<file path="src/rtl/cmos_bist_pkg.sv">
// Shared types and constants for the CMOS gate BIST controller.
package cmos_bist_pkg;

  typedef enum logic [1:0] {
    IDLE   = 2'd0,
    SETTLE = 2'd1,
    CHECK  = 2'd2
  } bist_state_t;

  // Truth table of the L-gate: a = x[2] ? ~x[0] : x[1]
  localparam logic [7:0] L_GATE_TT = 8'h5C;

  function automatic int tt_width(input int n_in);
    return 1 << n_in;
  endfunction

endpackage

</file>
<file path="src/rtl/bist_settle_timer.sv">
// Loadable settle down-counter; zero flags the sample point for the current vector.
module bist_settle_timer #(
  parameter int W = 1
) (
  input  logic         clk,
  input  logic         rst,
  input  logic         load,
  input  logic         clr,
  input  logic         dec,
  input  logic [W-1:0] load_val,
  output logic         zero
);

  logic [W-1:0] cnt;

  always_ff @(posedge clk or posedge rst) begin
    if (rst) begin
      cnt <= '0;
    end else if (clr) begin
      cnt <= '0;
    end else if (load) begin
      cnt <= load_val;
    end else if (dec && (cnt != '0)) begin
      cnt <= cnt - 1'b1;
    end
  end

  assign zero = (cnt == '0);

endmodule

</file>
<file path="src/rtl/cmos_gate_bist_ctrl.sv">
// Sweeps every input vector into a gate under test and compares the observed truth table.
// Define CMOS_BIST_FAIL_CAPTURE_EN to add the fail_idx (first mismatching vector) output.
module cmos_gate_bist_ctrl
  import cmos_bist_pkg::*;
#(
  parameter int N_IN          = 3,
  parameter int SETTLE_CYCLES = 2,
  parameter logic [tt_width(N_IN)-1:0] EXPECTED_TT = L_GATE_TT
) (
  input  logic                      clk,
  input  logic                      rst,
  input  logic                      start,
  input  logic                      abort,
  output logic [N_IN-1:0]           dut_x,
  input  logic                      dut_a,
  output logic                      busy,
  output logic                      done,
  output logic                      pass,
  output logic [tt_width(N_IN)-1:0] obs_tt
`ifdef CMOS_BIST_FAIL_CAPTURE_EN
  ,
  output logic [N_IN-1:0]           fail_idx
`endif
);

  localparam int TT_W = tt_width(N_IN);
  localparam int CNT_W = (SETTLE_CYCLES > 1) ? $clog2(SETTLE_CYCLES) : 1;
  localparam logic [CNT_W-1:0] RELOAD = CNT_W'(SETTLE_CYCLES - 1);
  localparam logic [N_IN-1:0] LAST_IDX = N_IN'(TT_W - 1);

  bist_state_t     state;
  logic [N_IN-1:0] idx;
  logic            cnt_zero;
  logic            accept;
  logic            t_load;
  logic            t_clr;
  logic            t_dec;

  assign accept = (state == IDLE) && start && !abort;
  assign t_load = accept ||
                  ((state == SETTLE) && !abort && cnt_zero && (idx != LAST_IDX));
  assign t_clr  = ((state == SETTLE) && abort) || (state == CHECK);
  assign t_dec  = (state == SETTLE);

  bist_settle_timer #(
    .W(CNT_W)
  ) u_timer (
    .clk      (clk),
    .rst      (rst),
    .load     (t_load),
    .clr      (t_clr),
    .dec      (t_dec),
    .load_val (RELOAD),
    .zero     (cnt_zero)
  );

  // idx is itself a register, so it doubles as the registered gate drive.
  assign dut_x = idx;

`ifdef CMOS_BIST_FAIL_CAPTURE_EN
  logic fail_found;
`endif

  always_ff @(posedge clk or posedge rst) begin
    if (rst) begin
      state  <= IDLE;
      idx    <= '0;
      busy   <= 1'b0;
      done   <= 1'b0;
      pass   <= 1'b0;
      obs_tt <= '0;
`ifdef CMOS_BIST_FAIL_CAPTURE_EN
      fail_idx   <= '0;
      fail_found <= 1'b0;
`endif
    end else begin
      done <= 1'b0;
      case (state)
        IDLE: begin
          if (accept) begin
            state  <= SETTLE;
            idx    <= '0;
            busy   <= 1'b1;
            pass   <= 1'b0;
            obs_tt <= '0;
`ifdef CMOS_BIST_FAIL_CAPTURE_EN
            fail_idx   <= '0;
            fail_found <= 1'b0;
`endif
          end
        end
        SETTLE: begin
          if (abort) begin
            state <= IDLE;
            idx   <= '0;
            busy  <= 1'b0;
          end else if (cnt_zero) begin
            obs_tt[idx] <= dut_a;
`ifdef CMOS_BIST_FAIL_CAPTURE_EN
            if (!fail_found && (dut_a != EXPECTED_TT[idx])) begin
              fail_idx   <= idx;
              fail_found <= 1'b1;
            end
`endif
            if (idx == LAST_IDX) begin
              state <= CHECK;
            end else begin
              idx <= idx + 1'b1;
            end
          end
        end
        CHECK: begin
          state <= IDLE;
          idx   <= '0;
          busy  <= 1'b0;
          done  <= 1'b1;
          pass  <= (obs_tt == EXPECTED_TT);
        end
        default: state <= IDLE;
      endcase
    end
  end

endmodule

</file>
<file path="config.mk">
export PLATFORM = sky130hd
export DESIGN_NAME = cmos_gate_bist_ctrl
export DESIGN_NICKNAME = d
export VERILOG_FILES = /design/src/rtl/cmos_bist_pkg.sv /design/src/rtl/bist_settle_timer.sv /design/src/rtl/cmos_gate_bist_ctrl.sv
export SDC_FILE = /design/constraint.sdc
export NUM_CORES = 1
export LEC_CHECK = 0
export CAP_MARGIN = 0
export CORE_MARGIN = 3
export CORE_UTILIZATION = 45
export DETAILED_ROUTE_END_ITERATION = 10
export PLACE_DENSITY = 0.82
export SYNTH_ARGS = -nofsm -noshare
export SYNTH_HDL_FRONTEND = slang
export SYNTH_SLANG_ARGS = --single-unit
</file>
<file path="constraint.sdc">
create_clock -name clk -period 2 [get_ports clk]
set_input_delay 0.3 -clock clk [delete_from_list [all_inputs] [get_ports clk]]
set_output_delay 0.3 -clock clk [all_outputs]
set_load 0.03 [all_outputs]
</file>
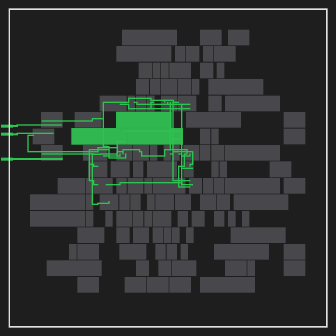
**Above:** I/O nets highlighted.
[green] `dut_x` | bits: 3 | direction: output | end cells: 3 | buffers: 3 | wire: 244 microns

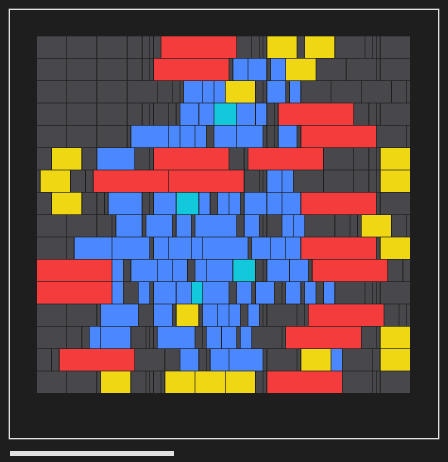
**Above:** placed cells, one color a class.
Bar = 20 microns. Fill, decap, tap and diode cells in gray.
[red] flops | cells: 17 | share of their area: 37%
[cyan] clock drivers and dummy loads | cells: 4 | share of their area: 2.3%
[yellow] other buffers and delay cells | cells: 19 | share of their area: 16%
[blue] combinational and other logic | cells: 80 | share of their area: 44%

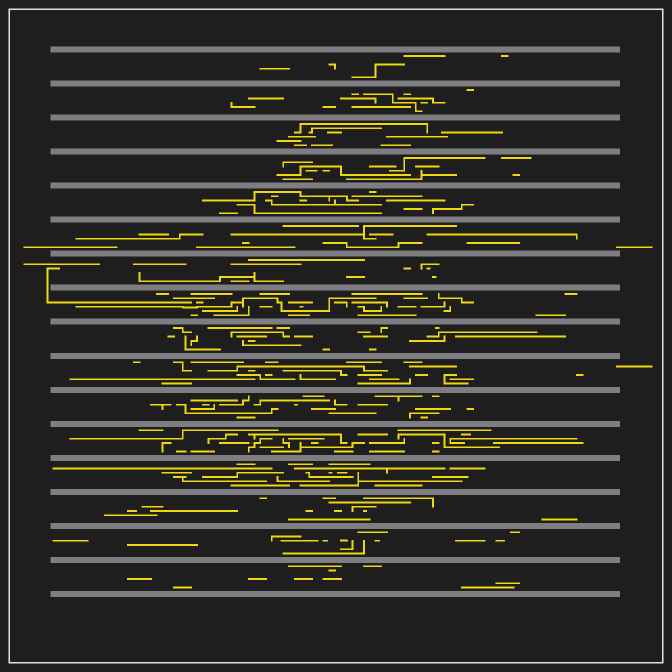
**Above:** signal wires on met1.
Supply wires on this layer in gray.
wire length on this layer: 855 microns
nets with wire on the layer: 116
share of all routed wire: 45%

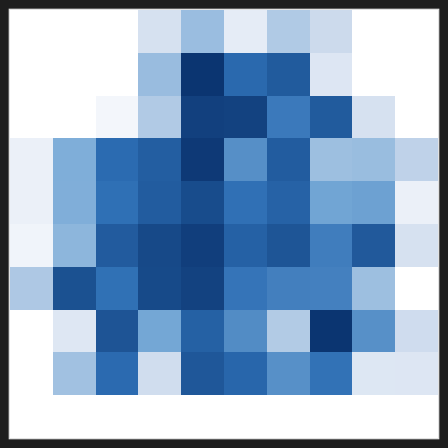
**Above:** cell area per tile.
The die is cut into 10 by 10 equal tiles; white is low, dark blue is high, 0 to 100% covered.
mean over tiles: 42%
emptiest ninth of the die: north-west
fullest tile: 98%
densest ninth of the die: center
tiles over 75% full: 28%
nearly empty tiles: 26%

[area by class of cell]
class                   instances  share of cell area, %
clock buffers                   4                   2.23
multi-input cells              64                   37.7
well taps                      27                   2.87
repair buffers                 19                   15.9
inverters                      16                   5.10
flip-flops and latches         17                   36.1
[metrics by stage]
| step | utilization (%) | hold slack (ns) | cell area, sq um | total power [mW] |
|---|---|---|---|---|
| global placement | 58.1 | 0.480 | 1150 | 0.979 |
| finish | 59.4 | 0.369 | 1180 | 1.18 |
| detailed placement | 58.1 | 0.479 | 1150 | 1.00 |
| global route | 59.4 | 0.411 | 1180 | 1.26 |
| CTS | 59.4 | 0.399 | 1180 | 1.18 |
| floorplan | - | 0.226 | 957 | 0.855 |
==> impl_metrics.ini <==
; flow metrics
[clocking]
cts-resized-gates = 0
clock_sinks = 17
hold_buffers = 0
cts.clk_slew.worst_paths_ns = 0.10

[sta]
relSlewSlack_pct = 59.6
rsz0062_at_grt = no
fin_crit_ns = 1.89
finalSetupTns_ns = 0
setup_slack_ns = 0.115
hold_viol = 0
drv_slew = 0
period_used_pct = 94.3

[detailed_routing]
via_per_inst = 5.48
ant_nets = 0
wl_met3_microns = 58
m1WireLength_microns = 855
routedWlPerCell_microns = 13.1
routed_wl_mm = 1.92

[job]
warning_count = 29
drv_cap = 0

[global_route]
busiest_layer = met2
grt_use_total_pct = 16.6
grt_pass1_vias = 802
grt_max_degree = 18
grt_pass1_wl_mm = 3.31

[place]
place_congestion = 0.856

[setup_path]
worstPathArrival_ns = 1.59
reg2reg_to = pass
regToRegStartpoint = state[0]
cp_num_buf_inv = 1
critPathMaxStageDelay_ns = 0.74
endpoint = dut_x[0]

[yosys]
xor_area_share_pct = 0
yosys_area_sq_um = 957
ys_warn_count = 0
ys_seq_share_pct = 44.4
yosys.area_share.aoi_pct = 19.5

[final_layout]
diodes = 0
final_layout_top_logic_cells = clkdlybuf4s50_1 (18), dfrtp_1 (17), inv_1 (16)

[power_and_ir_drop]
peakVddDrop_mv = 0.616
p_leak_nw = 0.521
combPwrFrac_pct = 44.3

[hold_path]
hold_class = input port to async pin

[die]
io_pins = 19
fp_util_pct = 48.3

[run_status]
status = completed
Power and IR drop assume default switching activity.
